Design exp4_condicionador_entradas, sky130hd; sources not shown.
### Floorplan with the power grid

Scale: 4 px per µm. Pins as bars on the die edge.
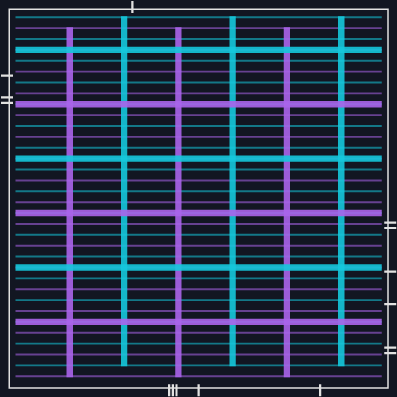
VDD: marked cyan. VSS: marked purple.
6 straps on met4. 6 straps on met5. The core has 33 rows. 34 met1 rails follow the rows. 15 signal pins sit on the boundary.
chip width: 94.3 µm
Max IR drop VDD: 107 µV

### Clock routing

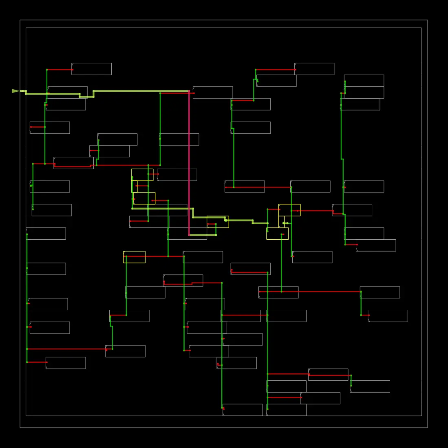
CTS sink count: 56
num sequential: 56
Power Clock: 0.220 mW

### Selected gate families

Scale: 3 px per µm.
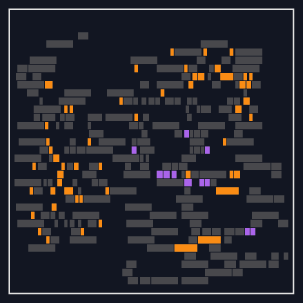
nor cells: marked orange, cells 53, most used nor2_1. aoi and oai cells: marked purple, cells 11.
Top cell excl fill/tap: dfrtp_1
Comb/total area: 38.7%
tally of non-filler cells in the final layout: 354

### Metal layers overlaid

Scale: 4 px per µm.
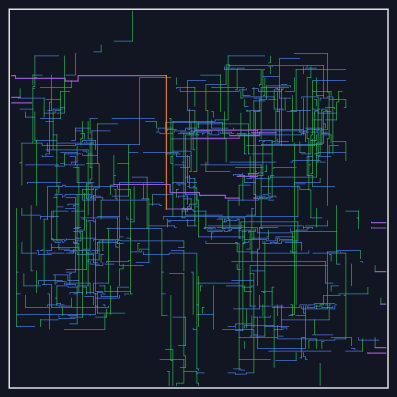
M1: marked blue, wire length 2080 µm. M4: marked orange, wire length 33.3 µm. M2: marked green, wire length 2170 µm. M3: marked purple, wire length 156 µm.
gr usage total: 11.6%
Total Wirelength: 4440 µm
Via Count: 1649

### Clock network drawn from the DEF

Scale: 3 px per µm.
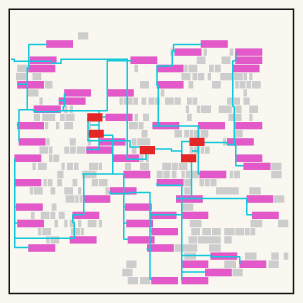
flip-flops: marked magenta, count 56. clock-net drivers: marked red, count 5. clock wires: marked cyan, length 704 µm.
There are 6 routed clock nets.
Clock Power Share: 25.3%
worst skew pair latency: 300 ps

==> summary.txt <==
yosys + openroad results -> Max Root-Sink Buffers 2, Multi-In Gates between 150 and 200, Hold Path Class flip-flop to flip-flop, reg2reg path depth 5, Clock transition at path regs ~100 ps, GRT met1 Usage approximately 15%, dominant logic cell types in the final layout 56 x dfrtp_1, 31 x nor2_1, 18 x xnor2_1, combinational power 0.172 mW, r2r setup slk 3210 ps, layout cells sized above 1 8.43%, cell area after layout 2900 µm², Mux area share about 4.0%, vias per cell approximately 4.7, Crit path max-delay family buffers and inverters, gr busiest metal met2, EDFF count, synth 0, vias in the first global route between 1500 and 2000, core area 8220 µm², IO buf count 14, area post-placement 2810 µm², Hold Slack 145 ps, Synth Area in Simple Gates 23.6%, total chip power 0.871 mW, leakage power 1.21 nW, first-pass GRT wire length 8040 µm, crit share post-route 50.5%, Seq area share 48.4%, Post-DP HPWL ~3000 µm, post-layout min period around 2800 ps, fin util 35.3%, CP required approximately 4300 ps, register area 1400 µm², status finished clean, Log Warnings 26, area grow syn2layout 13.4%, Post-synth ARST share 100%, wl on met1 approximately 2100 µm, Crit Path Class flip-flop to output pin, # rows 33, sw frac 30.7%, yosys stat chip area 2550 µm², top-count cell post-synth dfrtp_1, Post-route DRC 0, Top class by area flip-flops and latches, max-capacitance violation count 0, yosys warns 0, Pwr top registers, Slew @ Worst Pin 837 ps, P_sw 0.268 mW, ao+oa area frac 3.33%, ant diodes 0, final tally of max-slew violations 0, stages on the worst setup path 1, XOR Share, Synth 12.0%, Layout non-clock buf frac approximately 4.9%, slack of the critical path 2770 ps, Buf/Inv on CP 1, worst path cell trace clkdlybuf4s50_1, Final ANT Viol Nets 0, GP Congestion 0.749, crit end category output pin, hold depth 0, ys flops 56, Die ar. 8890 µm², adder-cell area share of the yosys netlist 0.979%, leading area contributor after synthesis dfrtp_1, Reg power frac 54.9%, Area leader share about 55%, logic area 1120 µm², Seq power 0.479 mW, number of cells after detailed placement about 350, final layout net count approximately 260, distinct lib cells 39, number of fill cells in the layout roughly 830, largest net degree at the start of global routing 57, met2 usage 19.4%, highest routed metal layer met4, Slew headroom about 44%, Fin. Hold Viols 0, RSZ-0062 raised after global routing no, Main area contributors dfrtp_1 55%, xnor2_1 6.2%, xor2_1 5.8%, FP Util between 30% and 40%, Critical Path AT 1510 ps, DR pass1 iterations 4, main logic family after synthesis simple AND/OR/NAND/NOR gates, # clk buffers 8, # Post-CTS Setup Buffers 0, Post-Syn Area 2550 µm², PD cells 301 nW/µm², CTS Hold Buffers Added 0, Mapped Nets 240, pre-CTS setup slack 3090 ps, routed wire length on met3 between 150 and 200 µm, combinational power share 19.8%, wire per inst ~13 µm, Mapped Cells 231, Avg Inst Size Synth 11.1 µm², GR Util met3 3.16%, CTS tree yes, Critical Path Slowest Stage Cell clkdlybuf4s50_1, Post-synth seq share 54.8%, htree depth 2, cts bufs inserted 5, Met2 Wirelength 2170 µm, critical-path maximum fanout 4, CP max stage delay 820 ps, Fmax achieved 354 MHz
Power and IR drop assume default switching activity.
